**src/rtl/csr_trap_sequencer_pkg.sv**
```systemverilog
// rtl/csr_trap_sequencer_pkg.sv - CSR addresses, mstatus bit indices and trap FSM states
package csr_trap_sequencer_pkg;

  localparam logic [11:0] CSR_MSTATUS = 12'h300;
  localparam logic [11:0] CSR_MTVEC   = 12'h305;
  localparam logic [11:0] CSR_MEPC    = 12'h341;
  localparam logic [11:0] CSR_MCAUSE  = 12'h342;
  localparam logic [11:0] CSR_MTVAL   = 12'h343;

  localparam int MSTATUS_MIE    = 3;
  localparam int MSTATUS_MPIE   = 7;
  localparam int MSTATUS_MPP_LO = 11;
  localparam int MSTATUS_MPP_HI = 12;

  typedef enum logic [3:0] {
    ST_IDLE,
    ST_DRAIN,
    ST_W_EPC,
    ST_W_CAUSE,
    ST_W_TVAL,
    ST_RMW_STATUS,
    ST_R_TVEC,
    ST_R_EPC,
    ST_RMW_MSTATUS_RET,
    ST_REDIRECT
  } trap_state_t;

endpackage

```
**src/rtl/csr_trap_sequencer_if.sv**
```systemverilog
// rtl/csr_trap_sequencer_if.sv - single CSR read/write port between sequencer and csr_regs
interface csr_trap_sequencer_if #(
  parameter int XLEN       = 32,
  parameter int CSR_ADDR_W = 12
);
  logic                  we;
  logic [CSR_ADDR_W-1:0] wa;
  logic [XLEN-1:0]       wd;
  logic [CSR_ADDR_W-1:0] ra;
  logic [XLEN-1:0]       rd;

  modport master (output we, output wa, output wd, output ra, input rd);
  modport slave  (input we, input wa, input wd, input ra, output rd);
endinterface

```
**src/rtl/csr_trap_sequencer_csr_port_arbiter.sv**
```systemverilog
// rtl/csr_trap_sequencer_csr_port_arbiter.sv - ALU/sequencer mux onto the CSR port and stall generation
module csr_port_arbiter #(
  parameter int XLEN       = 32,
  parameter int CSR_ADDR_W = 12
) (
  input  logic                  rst,
  input  logic                  clk_en,
  input  logic                  seq_sel,
  input  logic                  seq_we,
  input  logic [CSR_ADDR_W-1:0] seq_wa,
  input  logic [XLEN-1:0]       seq_wd,
  input  logic [CSR_ADDR_W-1:0] seq_ra,
  input  logic                  alu_csr_we,
  input  logic [CSR_ADDR_W-1:0] alu_csr_wa,
  input  logic [XLEN-1:0]       alu_csr_wd,
  input  logic [CSR_ADDR_W-1:0] alu_csr_ra,
  output logic [XLEN-1:0]       alu_csr_rd,
  output logic                  alu_stall,
  csr_trap_sequencer_if.master  port
);

  // Sequencer owns the port whenever it is active; writes are suppressed while frozen or in reset.
  always_comb begin
    port.we    = clk_en & ~rst & (seq_sel ? seq_we : alu_csr_we);
    port.wa    = seq_sel ? seq_wa : alu_csr_wa;
    port.wd    = seq_sel ? seq_wd : alu_csr_wd;
    port.ra    = seq_sel ? seq_ra : alu_csr_ra;
    alu_stall  = seq_sel;
    alu_csr_rd = port.rd;
  end

endmodule

```
**src/rtl/csr_trap_sequencer.sv**
```systemverilog
// rtl/csr_trap_sequencer.sv - trap/MRET sequencer sharing the CSR port with the ALU (option: CSR_TRAP_VECTORED_EN)
module csr_trap_sequencer
  import csr_trap_sequencer_pkg::*;
#(
  parameter int XLEN       = 32,
  parameter int CSR_ADDR_W = 12,
  parameter int CAUSE_W    = 5
) (
  input  logic                  clk,
  input  logic                  rst,
  input  logic                  clk_en,
  input  logic                  alu_csr_we,
  input  logic [CSR_ADDR_W-1:0] alu_csr_wa,
  input  logic [XLEN-1:0]       alu_csr_wd,
  input  logic [CSR_ADDR_W-1:0] alu_csr_ra,
  output logic [XLEN-1:0]       alu_csr_rd,
  output logic                  alu_stall,
  csr_trap_sequencer_if.master  csr,
  input  logic                  exc_valid,
  input  logic [CAUSE_W-1:0]    exc_cause,
  input  logic [XLEN-1:0]       exc_pc,
  input  logic [XLEN-1:0]       exc_tval,
  input  logic                  int_pending,
  input  logic [CAUSE_W-1:0]    int_cause,
  input  logic [XLEN-1:0]       next_pc,
  input  logic                  mret_valid,
  input  logic                  pipe_empty,
  output logic                  issue_halt,
  output logic                  redirect_valid,
  output logic [XLEN-1:0]       redirect_pc,
  output logic                  busy
);

  trap_state_t           state, state_nxt;
  logic [CAUSE_W-1:0]    cause_q;
  logic                  irq_q;
  logic                  mret_q;
  logic [XLEN-1:0]       epc_q;
  logic [XLEN-1:0]       tval_q;
  logic [XLEN-1:0]       target_q;
  logic [XLEN-1:0]       tvec_target;
  logic                  seq_we;
  logic [CSR_ADDR_W-1:0] seq_wa;
  logic [XLEN-1:0]       seq_wd;
  logic [CSR_ADDR_W-1:0] seq_ra;

  localparam logic [XLEN-1:0] ALIGN_MASK = ~XLEN'(3);

  function automatic logic [XLEN-1:0] trap_status(input logic [XLEN-1:0] s);
    logic [XLEN-1:0] v;
    v = s;
    v[MSTATUS_MPIE] = s[MSTATUS_MIE];
    v[MSTATUS_MIE] = 1'b0;
    v[MSTATUS_MPP_HI:MSTATUS_MPP_LO] = 2'b11;
    return v;
  endfunction

  function automatic logic [XLEN-1:0] ret_status(input logic [XLEN-1:0] s);
    logic [XLEN-1:0] v;
    v = s;
    v[MSTATUS_MIE] = s[MSTATUS_MPIE];
    v[MSTATUS_MPIE] = 1'b1;
    return v;
  endfunction

  // Trap target from mtvec as currently read; vectored mode only applies to interrupts.
  always_comb begin
    tvec_target = csr.rd & ALIGN_MASK;
`ifdef CSR_TRAP_VECTORED_EN
    if (irq_q && csr.rd[1:0] == 2'b01) begin
      tvec_target = (csr.rd & ALIGN_MASK) + (XLEN'(cause_q) << 2);
    end
`endif
  end

  // State register plus trigger capture and redirect target latch.
  always_ff @(posedge clk or posedge rst) begin
    if (rst) begin
      state    <= ST_IDLE;
      cause_q  <= '0;
      irq_q    <= 1'b0;
      mret_q   <= 1'b0;
      epc_q    <= '0;
      tval_q   <= '0;
      target_q <= '0;
    end else if (clk_en) begin
      state <= state_nxt;
      if (state == ST_IDLE) begin
        if (exc_valid) begin
          cause_q <= exc_cause;
          irq_q   <= 1'b0;
          mret_q  <= 1'b0;
          epc_q   <= exc_pc;
          tval_q  <= exc_tval;
        end else if (mret_valid) begin
          irq_q   <= 1'b0;
          mret_q  <= 1'b1;
        end else if (int_pending) begin
          cause_q <= int_cause;
          irq_q   <= 1'b1;
          mret_q  <= 1'b0;
          epc_q   <= next_pc;
          tval_q  <= '0;
        end
      end
      if (state == ST_R_TVEC) target_q <= tvec_target;
      if (state == ST_R_EPC)  target_q <= csr.rd;
    end
  end

  // Next-state and per-state CSR port accesses, one access per cycle.
  always_comb begin
    state_nxt = state;
    seq_we    = 1'b0;
    seq_wa    = '0;
    seq_wd    = '0;
    seq_ra    = '0;
    case (state)
      ST_IDLE: begin
        if (exc_valid || mret_valid || int_pending) state_nxt = ST_DRAIN;
      end
      ST_DRAIN: begin
        if (pipe_empty) state_nxt = mret_q ? ST_R_EPC : ST_W_EPC;
      end
      ST_W_EPC: begin
        seq_we    = 1'b1;
        seq_wa    = CSR_ADDR_W'(CSR_MEPC);
        seq_wd    = epc_q & ALIGN_MASK;
        state_nxt = ST_W_CAUSE;
      end
      ST_W_CAUSE: begin
        seq_we    = 1'b1;
        seq_wa    = CSR_ADDR_W'(CSR_MCAUSE);
        seq_wd    = {irq_q, {(XLEN-1-CAUSE_W){1'b0}}, cause_q};
        state_nxt = ST_W_TVAL;
      end
      ST_W_TVAL: begin
        seq_we    = 1'b1;
        seq_wa    = CSR_ADDR_W'(CSR_MTVAL);
        seq_wd    = tval_q;
        state_nxt = ST_RMW_STATUS;
      end
      ST_RMW_STATUS: begin
        seq_we    = 1'b1;
        seq_ra    = CSR_ADDR_W'(CSR_MSTATUS);
        seq_wa    = CSR_ADDR_W'(CSR_MSTATUS);
        seq_wd    = trap_status(csr.rd);
        state_nxt = ST_R_TVEC;
      end
      ST_R_TVEC: begin
        seq_ra    = CSR_ADDR_W'(CSR_MTVEC);
        state_nxt = ST_REDIRECT;
      end
      ST_R_EPC: begin
        seq_ra    = CSR_ADDR_W'(CSR_MEPC);
        state_nxt = ST_RMW_MSTATUS_RET;
      end
      ST_RMW_MSTATUS_RET: begin
        seq_we    = 1'b1;
        seq_ra    = CSR_ADDR_W'(CSR_MSTATUS);
        seq_wa    = CSR_ADDR_W'(CSR_MSTATUS);
        seq_wd    = ret_status(csr.rd);
        state_nxt = ST_REDIRECT;
      end
      ST_REDIRECT: begin
        state_nxt = ST_IDLE;
      end
      default: begin
        state_nxt = ST_IDLE;
      end
    endcase
  end

  assign busy           = (state != ST_IDLE);
  assign issue_halt     = busy;
  assign redirect_valid = (state == ST_REDIRECT);
  assign redirect_pc    = redirect_valid ? target_q : '0;

  csr_port_arbiter #(
    .XLEN       (XLEN),
    .CSR_ADDR_W (CSR_ADDR_W)
  ) u_csr_port_arbiter (
    .rst        (rst),
    .clk_en     (clk_en),
    .seq_sel    (busy),
    .seq_we     (seq_we),
    .seq_wa     (seq_wa),
    .seq_wd     (seq_wd),
    .seq_ra     (seq_ra),
    .alu_csr_we (alu_csr_we),
    .alu_csr_wa (alu_csr_wa),
    .alu_csr_wd (alu_csr_wd),
    .alu_csr_ra (alu_csr_ra),
    .alu_csr_rd (alu_csr_rd),
    .alu_stall  (alu_stall),
    .port       (csr)
  );

  // Trap and return pulses arriving while a sequence is in flight are dropped.
  assert property (@(posedge clk) disable iff (rst) busy |-> !(exc_valid || mret_valid));

endmodule

```
**src/flat_wrapper.sv**
```systemverilog
// flat-port wrapper written by rule: the top's interface ports become plain ports
module csr_trap_sequencer_flat import csr_trap_sequencer_pkg::*;
#(
  parameter int XLEN       = 32,
  parameter int CSR_ADDR_W = 12,
  parameter int CAUSE_W    = 5
)
  (clk, rst, clk_en, alu_csr_we, alu_csr_wa, alu_csr_wd, alu_csr_ra, alu_csr_rd, alu_stall, exc_valid, exc_cause, exc_pc, exc_tval, int_pending, int_cause, next_pc, mret_valid, pipe_empty, issue_halt, redirect_valid, redirect_pc, busy, csr_we, csr_wa, csr_wd, csr_ra, csr_rd);
  csr_trap_sequencer_if #(.XLEN(XLEN), .CSR_ADDR_W(CSR_ADDR_W)) csr_i ();
  input  logic clk;
  input  logic rst;
  input  logic clk_en;
  input  logic alu_csr_we;
  input  logic [CSR_ADDR_W-1:0] alu_csr_wa;
  input  logic [XLEN-1:0] alu_csr_wd;
  input  logic [CSR_ADDR_W-1:0] alu_csr_ra;
  output logic [XLEN-1:0] alu_csr_rd;
  output logic alu_stall;
  input  logic exc_valid;
  input  logic [CAUSE_W-1:0] exc_cause;
  input  logic [XLEN-1:0] exc_pc;
  input  logic [XLEN-1:0] exc_tval;
  input  logic int_pending;
  input  logic [CAUSE_W-1:0] int_cause;
  input  logic [XLEN-1:0] next_pc;
  input  logic mret_valid;
  input  logic pipe_empty;
  output logic issue_halt;
  output logic redirect_valid;
  output logic [XLEN-1:0] redirect_pc;
  output logic busy;
  output wire logic [$bits(csr_i.we)-1:0] csr_we;
  output wire logic [$bits(csr_i.wa)-1:0] csr_wa;
  output wire logic [$bits(csr_i.wd)-1:0] csr_wd;
  output wire logic [$bits(csr_i.ra)-1:0] csr_ra;
  input wire logic [$bits(csr_i.rd)-1:0] csr_rd;
  assign csr_we = csr_i.we;
  assign csr_wa = csr_i.wa;
  assign csr_wd = csr_i.wd;
  assign csr_ra = csr_i.ra;
  assign csr_i.rd = csr_rd;
  csr_trap_sequencer #(.XLEN(XLEN), .CSR_ADDR_W(CSR_ADDR_W), .CAUSE_W(CAUSE_W)) u_core (.clk(clk), .rst(rst), .clk_en(clk_en), .alu_csr_we(alu_csr_we), .alu_csr_wa(alu_csr_wa), .alu_csr_wd(alu_csr_wd), .alu_csr_ra(alu_csr_ra), .alu_csr_rd(alu_csr_rd), .alu_stall(alu_stall), .csr(csr_i), .exc_valid(exc_valid), .exc_cause(exc_cause), .exc_pc(exc_pc), .exc_tval(exc_tval), .int_pending(int_pending), .int_cause(int_cause), .next_pc(next_pc), .mret_valid(mret_valid), .pipe_empty(pipe_empty), .issue_halt(issue_halt), .redirect_valid(redirect_valid), .redirect_pc(redirect_pc), .busy(busy));
endmodule
```
**config.mk**
```make
export PLATFORM = sky130hd
export DESIGN_NAME = csr_trap_sequencer_flat
export DESIGN_NICKNAME = d
export VERILOG_FILES = /design/src/rtl/csr_trap_sequencer_pkg.sv /design/src/rtl/csr_trap_sequencer_if.sv /design/src/rtl/csr_trap_sequencer_csr_port_arbiter.sv /design/src/rtl/csr_trap_sequencer.sv /design/src/flat_wrapper.sv
export SDC_FILE = /design/constraint.sdc
export NUM_CORES = 1
export LEC_CHECK = 0
export ABC_AREA = 1
export CAP_MARGIN = 25
export CORE_AREA = 2 2 126 128
export CTS_BUF_LIST = sky130_fd_sc_hd__clkbuf_8
export CTS_CLUSTER_DIAMETER = 150
export CTS_CLUSTER_SIZE = 40
export DETAILED_ROUTE_END_ITERATION = 10
export DIE_AREA = 0 0 128 130
export PLACE_DENSITY = 0.94
export SLEW_MARGIN = 20
export SYNTH_ARGS = -nofsm -noshare
export SYNTH_HDL_FRONTEND = slang
export SYNTH_SLANG_ARGS = --single-unit
```
**constraint.sdc**
```tcl
create_clock -name clk -period 4.1 [get_ports clk]
set_input_delay 0.615 -clock clk [delete_from_list [all_inputs] [get_ports clk]]
set_output_delay 0.615 -clock clk [all_outputs]
set_load 0.005 [all_outputs]
```
==> flow_metrics.tcl, run 1 <==
# yosys + openroad results
set metrics [dict create \
    outcome "completed" \
    clock-sinks 105 \
    pre_cts_slack_ns 0.926 \
    comb-power_mw 2.80 \
    fp_util_pct 39.8 \
    clk_latency_ns 0.38 \
    htreeDepth 3 \
    final.min_clock_period_ns 3.50 \
    final_cell_mix "nand2_1 (472), clkdlybuf4s50_1 (321), dfrtp_1 (105)" \
    fin_skew_ns 0.0147 \
    finalWorstSetupSlack_ns 0.600 \
    whs_ns 0.479 \
    largestClassByArea "non-clock buffers" \
    clk-power_uw 753 \
    cp_common_cell "nand2_1" \
    wirelength_mm 22.8 \
    met1_length_mm 9.52 \
    grt_max_degree 69 \
    switchingPower_mw 2.07 \
    warning_count 30 \
    timing.rr.end "u_core.epc_q[3]$_DFFE_PP0P_" \
    crit_required_ns 3.48 \
    final-comb-area_um2 2730 \
    inverters 70 \
    hold_viol 0 \
    seq_area_um2 2630 \
    cts_setup_buffers 0 \
    nNetsFinal 1385 \
    comb_cells 664 \
    sequentialPowerShare_pct 33.0 \
    ios 327 \
    cp-end-kind "output port" \
    path_cells "nor2_2 > nand2_2 > inv_2 > buf_12 > nand2_1 > nand3_1 > nand2_1 > inv_1 > clkdlybuf4s50_1" \
    area_delta_synth_final_pct 53.7 \
    synthArstFlopShare_pct 100 \
    clock_path_buffers 2 \
    setup_viol 0 \
    antenna_cells 2 \
    top_cell "nand2_1" \
    ys_warn_count 0 \
    synthFlopType "dfrtp_1" \
    nClkBuffers 12 \
    peakVddDrop_uv 318 \
    syn_nets 1124 \
    slew-limit-headroom_pct 50.1 \
    grt_pass1_wl_mm 33.9 \
    grt_use_met3_pct 4.59 \
    busiest_layer "met2" \
    crit_slowest_cell "clkdlybuf4s50_1" \
    leakage_nw 4.54 \
    cp_top_family "buffers and inverters" \
    whs_path_depth 2 \
    grt_pass1_vias 6482 \
    cp_slowest_stage_delay_ns 0.50 \
    sh_comb_area_pct 28.9 \
    ant_nets 0 \
    maxSlewViolCount 0 \
    top_cells_by_count "nand2_1 (472), dfrtp_1 (105), inv_1 (67), nor2_1 (59), o21ai_0 (46)" \
    cts_buffers 9 \
    reg2reg_depth 6 \
    cp_num_cells 9 \
    tns_ns 0 \
    met3_length_mm 1.64 \
    cts_hold_buf 0 \
    cp_num_buf_inv 4 \
    ys_area_um2 6150 \
    yosys-stat-cells 922 \
    power_frac_comb_pct 52.8 \
    die_area_um2 16600 \
    drtIter0Drc 593 \
    placed_area_um2 9180 \
    synth_top_cell_by_area "dfrtp_1" \
    hold_class "flip-flop to flip-flop" \
    route.detailed.drc 0 \
    drv_cap 0 \
    swShare_pct 39.0 \
    fin_area_um2 9450 \
    flops 105 \
    rsz0062_at_grt "false" \
    cts_resized 0 \
    dieWidth_um 128 \
    fin_crit_sh_pct 85.4 \
    holdPathEnd "u_core.tval_q[10]$_DFFE_PP0P_" \
    grt_util_all_layers_pct 26.3 \
    clk_share_pct 2.53 \
    synth_top_area_share_pct 42.8 \
    signal_buffers 333 \
    maxUsedRoutingLayer "met4" \
    cp-endpoint "csr_we" \
    power_density_nw_per_um2 562 \
    cp_max_fo 24 \
    critPathKind "flip-flop to output port" \
    syn_area_per_cell_um2 6.67 \
    clk_pin_slew_ns 0.11 \
]
## run 1: registers in the layout, summed over array words and instances, names as in the netlist
register,count
u_core.target_q,32
u_core.tval_q,32
u_core.epc_q,30
u_core.cause_q,5
u_core.state,4
u_core.irq_q,1
u_core.mret_q,1
## run 1: metrics by stage
stage          total power, mW  utilization (%)  std cells
2_1_floorplan             3.09                -        922
3_3_place_gp              4.43             59.5       1363
3_5_place_dp              4.55             59.5       1363
4_1_cts                   5.31             61.1       1379
5_1_grt                   5.69             61.2       1381
6_report                  5.31             61.2       1382
## run 1: cells by family (layout without fill, tap and decap cells)
group	after synthesis	count (layout)	share of synthesized area [%]
buffers and inverters	153	419	12.9
AND-OR/OR-AND	49	49	4.03
flip-flops	105	105	42.8
AND/OR/NAND/NOR	615	615	40.3
other	0	2	0
Fig. 1: run 1, routing congestion map
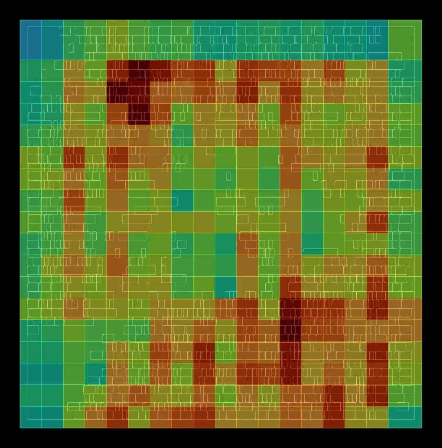
met2 usage: 43.3%
Avg WL per Cell: 16.5 um

Fig. 2: run 1, signal wires on met3
Cells faint in the background.
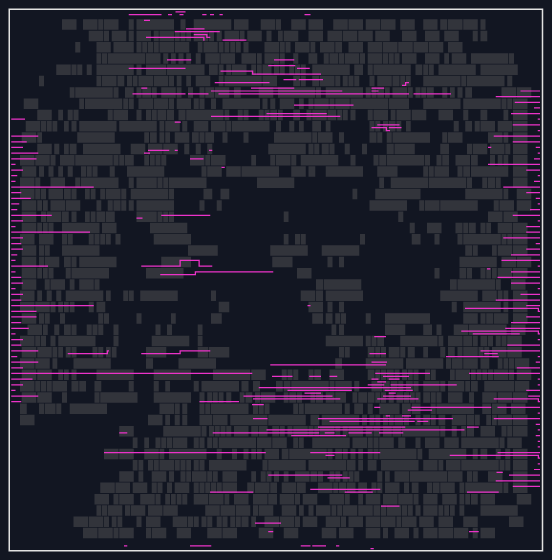
196 nets have wire on it. The layer holds 7.2% of the routed length. The longest straight run is 57.7 um. The wires run mostly horizontal. The layer carries 1,640 um of wire.

Fig. 3: run 1, clock wires, drivers and flops
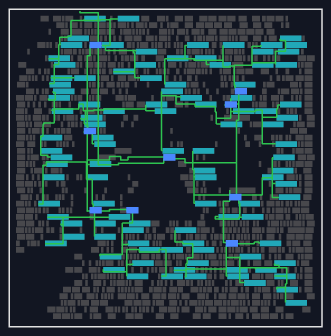
Key: clock drivers = blue [count 9]; flip-flops = cyan [count 105]; clock wires = green [length 1,270 um]
Position of the flops: spread over the die.

--- run 2 (diff from run 1) ---
--- a/config.mk
+++ b/config.mk
@@ -14,6 +14,7 @@
 export DETAILED_ROUTE_END_ITERATION = 10
 export DIE_AREA = 0 0 128 130
 export PLACE_DENSITY = 0.94
+export SETUP_SLACK_MARGIN = 0.15
 export SLEW_MARGIN = 20
 export SYNTH_ARGS = -nofsm -noshare
 export SYNTH_HDL_FRONTEND = slang
Fig. 4: run 2, logic cells by family
Bar = 50 um.
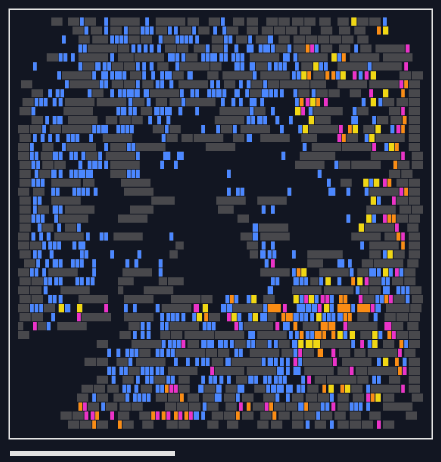
Key: nor cells = orange [cells 66, most used nor2_1]; nand cells = blue [cells 549, most used nand2_1, where spread over the die]; aoi and oai cells = yellow [cells 49, most used o21ai_0]; inv cells = magenta [cells 70, most used inv_1]
Final Non-Filler Cells: 1,382
Comb area share: 28.9%
Top cell excl fill/tap: nand2_1

==> flow_metrics.tcl, run 2 <==
# yosys + openroad results
set metrics [dict create \
    synth_cells 922 \
    yosys-stat-cells 922 \
    arrival_ns 2.89 \
    clk_latency_ns 0.38 \
    timing.rr.end "u_core.epc_q[3]$_DFFE_PP0P_" \
    comb-power_mw 2.80 \
    ys_seq_share_pct 42.8 \
    cp_max_fo 24 \
    slew-limit-headroom_pct 50.1 \
    crit_required_ns 3.48 \
    cp_num_cells 9 \
    clk_pin_slew_ns 0.11 \
    holdPathEnd "u_core.tval_q[10]$_DFFE_PP0P_" \
    switchingPower_mw 2.07 \
    ant_nets 0 \
    fin_crit_sh_pct 85.4 \
    warning_count 30 \
    finalWorstSetupSlack_ns 0.600 \
    drv_cap 0 \
    hold_viol 0 \
    edf_count 0 \
    dp_hpwl_mm 17.4 \
    power_density_nw_per_um2 562 \
    synthTopCellsByArea "dfrtp_1 (43%), nand2_1 (29%), buf_4 (4.9%)" \
    grt_pass1_wl_mm 33.9 \
    setup_viol 0 \
    synth_adder_area_share_pct 0 \
    power_frac_comb_pct 52.8 \
    synth_top_area_share_pct 42.8 \
    outcome "completed" \
    ys_warn_count 0 \
    rr_startpoint "u_core.state[1]$_DFFE_PP0P_" \
    area_delta_synth_final_pct 53.7 \
    clk-power_uw 753 \
    layout-drive-gt1-share_pct 3.45 \
    ios 327 \
    swShare_pct 39.0 \
    setup.worst_path.start "u_core.state[3]$_DFFE_PP0P_" \
    route.detailed.drc 0 \
    largestRegisters "u_core.target_q (32), u_core.tval_q (32), u_core.epc_q (30)" \
    rows 46 \
    tns_ns 0 \
    die_y_um 130 \
    syn_area_per_cell_um2 6.67 \
    vias 6881 \
    ys_sh_simple_pct 40.3 \
    vias_per_cell 4.98 \
    ys_sh_aoi_pct 4.03 \
    finalPower_mw 5.31 \
    port_buffers 322 \
    cts_tree "yes" \
    final-comb-area_um2 2730 \
    ys.flops 105 \
    cp-endpoint "csr_we" \
    cp_top_family "buffers and inverters" \
    post-place-cells 1363 \
    core_um2 15400 \
    grt_pass1_vias 6482 \
    placed_area_um2 9180 \
    syn_nets 1124 \
    detail_route.wl_per_cell_um 16.5 \
    seq_area_um2 2630 \
    hold_class "flip-flop to flip-flop" \
    rsz0062_at_grt "false" \
    rrSetupSlack_ns 1.37 \
    whs_path_depth 2 \
    critPathLaunchType "flip-flop" \
    xor_area_share_pct 0 \
    synthArstFlopShare_pct 100 \
    synth.cell_area_um2 6150 \
    pre_cts_slack_ns 0.926 \
    gr-total-overflow 0 \
    maxSlewViolCount 0 \
    clkPwrFrac_pct 14.2 \
    yosysUniqueCellTypes 21 \
    synthTopLogicFamily "simple AND/OR/NAND/NOR gates" \
    cts_resized 0 \
    fillers 1317 \
    synthFlopType "dfrtp_1" \
    clock_path_buffers 2 \
    antenna_found_initial 2 \
    fin_area_um2 9450 \
    cts_hold_buf 0 \
    pg_seq_mw 1.75 \
    crit_slowest_cell "clkdlybuf4s50_1" \
    nNetsFinal 1385 \
    cp_num_buf_inv 4 \
    reg2reg_depth 6 \
    p_int_mw 3.24 \
    fin_skew_ns 0.0147 \
    peakVddDrop_uv 318 \
    cp_slowest_stage_delay_ns 0.50 \
    top_cells_by_count "nand2_1 (472), dfrtp_1 (105), inv_1 (67), nor2_1 (59), o21ai_0 (46)" \
    root_buffer "clkbuf_8" \
    sequentialPowerShare_pct 33.0 \
    fmax_ghz 0.286 \
    top_power_group "combinational cells" \
    hp-start "u_core.tval_q[10]$_DFFE_PP0P_" \
    worst_slew_pin_slew_ns 0.746 \
    final.min_clock_period_ns 3.50 \
    fp_util_pct 39.8 \
    grt_max_degree 69 \
    cts_setup_buffers 0 \
    ys_area_um2 6150 \
    cp-end-kind "output port" \
    clock-sinks 105 \
    mux_area_share_pct 0 \
    cts_buffers 9 \
    critPathKind "flip-flop to output port" \
    wirelength_mm 22.8 \
    globalplace.congestion 0.915 \
    whs_ns 0.479 \
    leakage_nw 4.54 \
    path_cells "nor2_2 > nand2_2 > inv_2 > buf_12 > nand2_1 > nand3_1 > nand2_1 > inv_1 > clkdlybuf4s50_1" \
    cp_common_cell "nand2_1" \
    first_pass_iters 5 \
    final_cell_mix "nand2_1 (472), clkdlybuf4s50_1 (321), dfrtp_1 (105)" \
    synth_top_cell_by_area "dfrtp_1" \
    dieWidth_um 128 \
    die_area_um2 16600 \
    drtIter0Drc 593 \
    htreeDepth 3 \
    top_cell "nand2_1" \
]
Fig. 5: run 2, routing congestion map
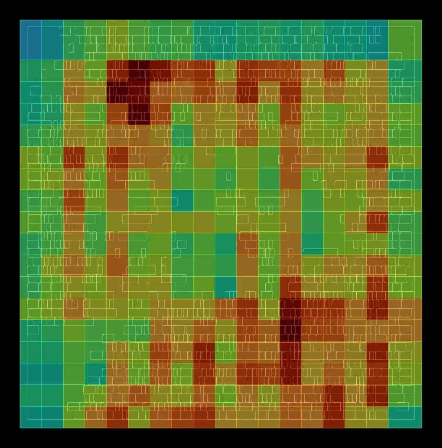
Final Util: 61.2%
global-route usage over all layers: 26.3%
global routing usage on met1: 34.8%
Most Used Layer, Global Route: met2

[run 2: cell counts after synthesis]
Identical to the previous run, type by type.
[run 2: layer usage]
layer	part of all wire (%)	vias up	GRT usage, %
li1	-	3316	-
met4	3.3	0	10.5
met5	0	-	0
met2	48	328	43.3
met3	7.2	48	4.59
met1	42	3189	34.8
[run 2: kinds of logic after synthesis]
kind of cell,count (synthesis)
simple gates,615
buf+inv,153
flops,105
compound gates,49
[run 2: layout make-up]
class | count | area share [%]
clock inverters | 4 | 0.781
inverters | 70 | 2.82
multi-input cells | 664 | 28.9
well taps | 192 | 2.54
repair buffers | 333 | 35.3
flip-flops and latches | 105 | 27.8
clock buffers | 12 | 1.75
diodes | 2 | 0.0530
--- run 3 (diff from run 2) ---
--- a/config.mk
+++ b/config.mk
@@ -7,13 +7,13 @@
 export LEC_CHECK = 0
 export ABC_AREA = 1
 export CAP_MARGIN = 25
-export CORE_AREA = 2 2 126 128
+export CORE_ASPECT_RATIO = 0.5
+export CORE_UTILIZATION = 41
 export CTS_BUF_LIST = sky130_fd_sc_hd__clkbuf_8
 export CTS_CLUSTER_DIAMETER = 150
 export CTS_CLUSTER_SIZE = 40
 export DETAILED_ROUTE_END_ITERATION = 10
-export DIE_AREA = 0 0 128 130
-export PLACE_DENSITY = 0.94
+export PLACE_DENSITY = 0.95
 export SETUP_SLACK_MARGIN = 0.15
 export SLEW_MARGIN = 20
 export SYNTH_ARGS = -nofsm -noshare
Fig. 6: run 3, logic cells by family
Bar = 50 um.
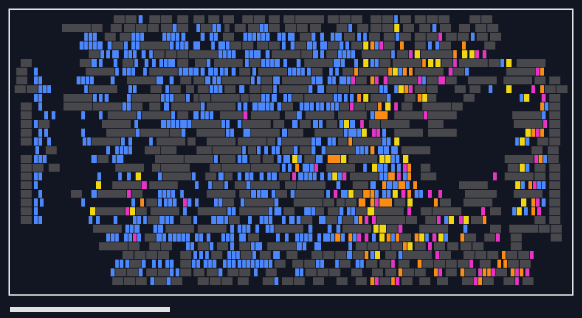
Key: nand cells = blue [cells 549, most used nand2_1]; aoi and oai cells = yellow [cells 49, most used o21ai_0]; inv cells = magenta [cells 70, most used inv_1]; nor cells = orange [cells 66, most used nor2_1]
Comb area share: 29.0%
Final Non-Filler Cells: 1,387

==> flow_metrics.tcl, run 3 <==
# yosys + openroad results
set metrics [dict create \
    power_frac_comb_pct 54.5 \
    sequentialPowerShare_pct 34.0 \
    placed_area_um2 9170 \
    outcome "completed" \
    clk-power_uw 598 \
    yosys-stat-cells 922 \
    rrSetupSlack_ns 1.52 \
    cp_max_fo 33 \
    synth_adder_area_share_pct 0 \
    cp_num_buf_inv 3 \
    synth_top_area_share_pct 42.8 \
    finalWorstSetupSlack_ns 0.386 \
    synth.cell_area_um2 6150 \
    crit_slowest_cell "inv_2" \
    power_density_nw_per_um2 549 \
    cts_hold_buf 0 \
    syn_nets 1124 \
    ys_sh_aoi_pct 4.03 \
    hold_viol 0 \
    synthTopCellsByArea "dfrtp_1 (43%), nand2_1 (29%), buf_4 (4.9%)" \
    maxUsedRoutingLayer "met4" \
    globalplace.congestion 0.983 \
    cts_resized 0 \
    final.min_clock_period_ns 3.71 \
    grtUsageMet1_pct 39.5 \
    path_cells "nor2_2 > nand2_2 > inv_2 > buf_4 > nand2_1 > nand4_1 > clkdlybuf4s50_1" \
    whs_ns 0.483 \
    leakage_nw 4.51 \
    clock_path_buffers 2 \
    slew-limit-headroom_pct 35.3 \
    area_delta_synth_final_pct 53.0 \
    timing.rr.end "u_core.tval_q[3]$_DFFE_PP0P_" \
    htreeDepth 3 \
    p_int_mw 3.06 \
    dp_hpwl_mm 17.8 \
    hold_class "flip-flop to flip-flop" \
    top_cell "nand2_1" \
    synth_cells 922 \
    rsz0062_at_grt "false" \
    top_cells_by_count "nand2_1 (472), dfrtp_1 (105), inv_1 (67), nor2_1 (59), o21ai_0 (46)" \
    die_area_um2 15500 \
    synthTopLogicFamily "simple AND/OR/NAND/NOR gates" \
    root_buffer "clkbuf_8" \
    crit_required_ns 3.48 \
    hp-start "u_core.tval_q[31]$_DFFE_PP0P_" \
    ys_seq_share_pct 42.8 \
    cp_top_family "buffers and inverters" \
    setup.worst_path.start "u_core.state[3]$_DFFE_PP0P_" \
    met2_usage_pct 49.7 \
    peakVddDrop_uv 314 \
    edf_count 0 \
    holdPathEnd "u_core.tval_q[31]$_DFFE_PP0P_" \
    ys_area_um2 6150 \
    pre_cts_slack_ns 0.872 \
    grt_pass1_vias 6593 \
    fin_crit_sh_pct 90.6 \
    maxSlewViolCount 0 \
    final_cell_mix "nand2_1 (472), clkdlybuf4s50_1 (321), dfrtp_1 (105)" \
    vias_per_cell 5.10 \
    top_power_group "combinational cells" \
    yosysUniqueCellTypes 21 \
    arrival_ns 3.10 \
    switchingPower_mw 2.11 \
    pg_seq_mw 1.75 \
    ant_nets 0 \
    port_buffers 322 \
    drv_cap 0 \
    ys_sh_simple_pct 40.3 \
    critPathKind "flip-flop to output port" \
    route.detailed.drc 0 \
    dr_wl_met2_mm 11.1 \
    mux_area_share_pct 0 \
    gr-total-overflow 0 \
    tns_ns 0 \
    antenna_found_initial 1 \
    clkPwrFrac_pct 11.6 \
    ios 327 \
    first_pass_iters 5 \
    layout.cells.most_common "nand2_1" \
    nNetsFinal 1385 \
    comb-power_mw 2.81 \
    clk_latency_ns 0.37 \
    drtIter0Drc 669 \
    largestRegisters "u_core.target_q (32), u_core.tval_q (32), u_core.epc_q (30)" \
    die_y_um 88.6 \
    busiest_layer "met2" \
    xor_area_share_pct 0 \
    whs_path_depth 2 \
    dieWidth_um 175 \
    fp_util_pct 42.3 \
    layout-drive-gt1-share_pct 3.45 \
    met3_length_mm 2.38 \
    reg2reg_depth 6 \
    setup_viol 0 \
    utilization_pct 64.7 \
    worst_slew_pin_slew_ns 0.968 \
    fin_area_um2 9410 \
    swShare_pct 40.8 \
    wirelength_mm 23.4 \
    finalPower_mw 5.16 \
    clock-sinks 105 \
    cp_slowest_stage_delay_ns 0.64 \
    grt_use_met3_pct 7.22 \
    synthFlopType "dfrtp_1" \
    warning_count 30 \
    fin_skew_ns 0.0168 \
    vias 7068 \
    clk_pin_slew_ns 0.10 \
    ys_warn_count 0 \
    syn_area_per_cell_um2 6.67 \
    grt_pass1_wl_mm 35.3 \
    synth_top_cell_by_area "dfrtp_1" \
    grt_util_all_layers_pct 29.9 \
    synthArstFlopShare_pct 100 \
    rr_startpoint "u_core.state[3]$_DFFE_PP0P_" \
    detail_route.wl_per_cell_um 16.9 \
    post-place-cells 1368 \
    cp-end-kind "output port" \
    rows 31 \
    cp_num_cells 7 \
    ys.flops 105 \
    critPathLaunchType "flip-flop" \
    cts_setup_buffers 0 \
    met1_length_mm 9.31 \
    grt_max_degree 69 \
    cp-endpoint "csr_wd[23]" \
]
Fig. 7: run 3, clock wires, drivers and flops
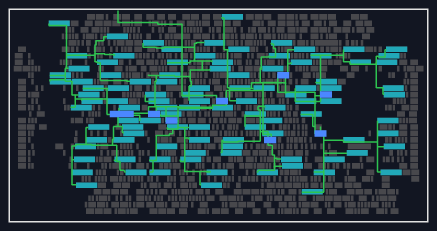
Key: clock drivers = blue [count 9]; flip-flops = cyan [count 105]; clock wires = green [length 1,170 um]
There are 10 routed clock nets.

[run 3: netlist changes by cell type in the layout (fill, tap and decap cells not counted)]
cell,change
bufinv_16,-2
diode_2,-1
clkbuf_8,-3
clkinvlp_4,+3
inv_6,+2
buf_12,-2
buf_16,+2
[run 3: tightest hold or removal path: stages, from the launching register on]
cell and delay, ns:
dfrtp_1 0.35, nand2_1 0.06, nand2_1 0.05
[run 3: area by class of cell]
| class | instances | area (um^2) |
|---|---|---|
| diodes | 1 | 2.50 |
| clock buffers | 9 | 124 |
| clock inverters | 7 | 53.8 |
| fillers | 1202 | 5140 |
| inverters | 70 | 267 |
| multi-input cells | 664 | 2730 |
| flip-flops and latches | 105 | 2630 |
| well taps | 198 | 248 |
| repair buffers | 333 | 3350 |

## Gallery

Cell sizes after repair.
shot_01.png
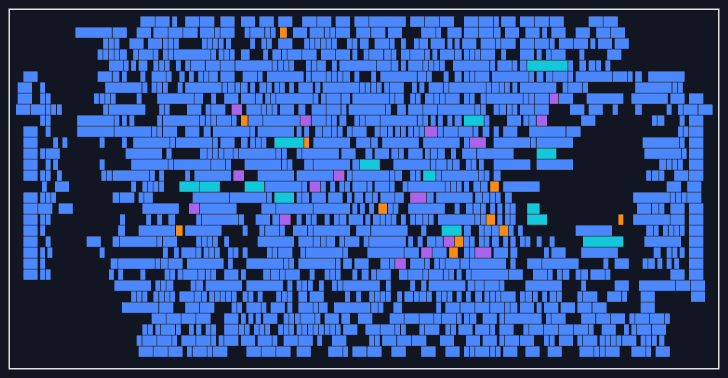
shot_02.png
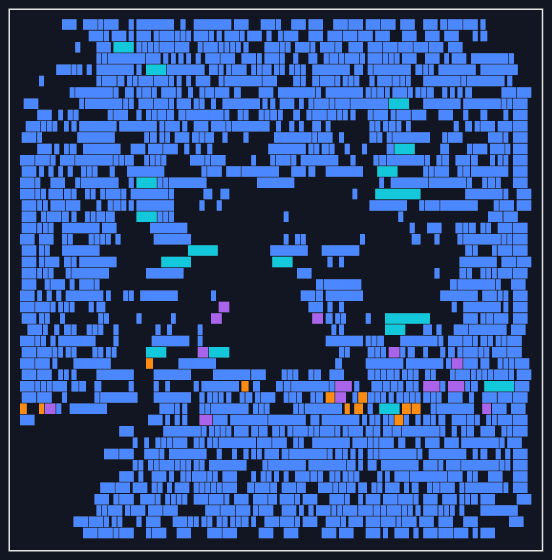
| picture | from |
|---|---|
| shot_02.png | run 1 |
| shot_01.png | run 3 |

Key to shot_01.png:
Key: _3 and _4 cells = purple [cells 16, most used buf_4]; _2 cells = orange [cells 11, most used nor2_2]; _6 and larger = cyan [cells 14, most used clkbuf_8]; _0 and _1 cells = blue [cells 1,147, most used nand2_1]

Power and IR drop assume default switching activity.
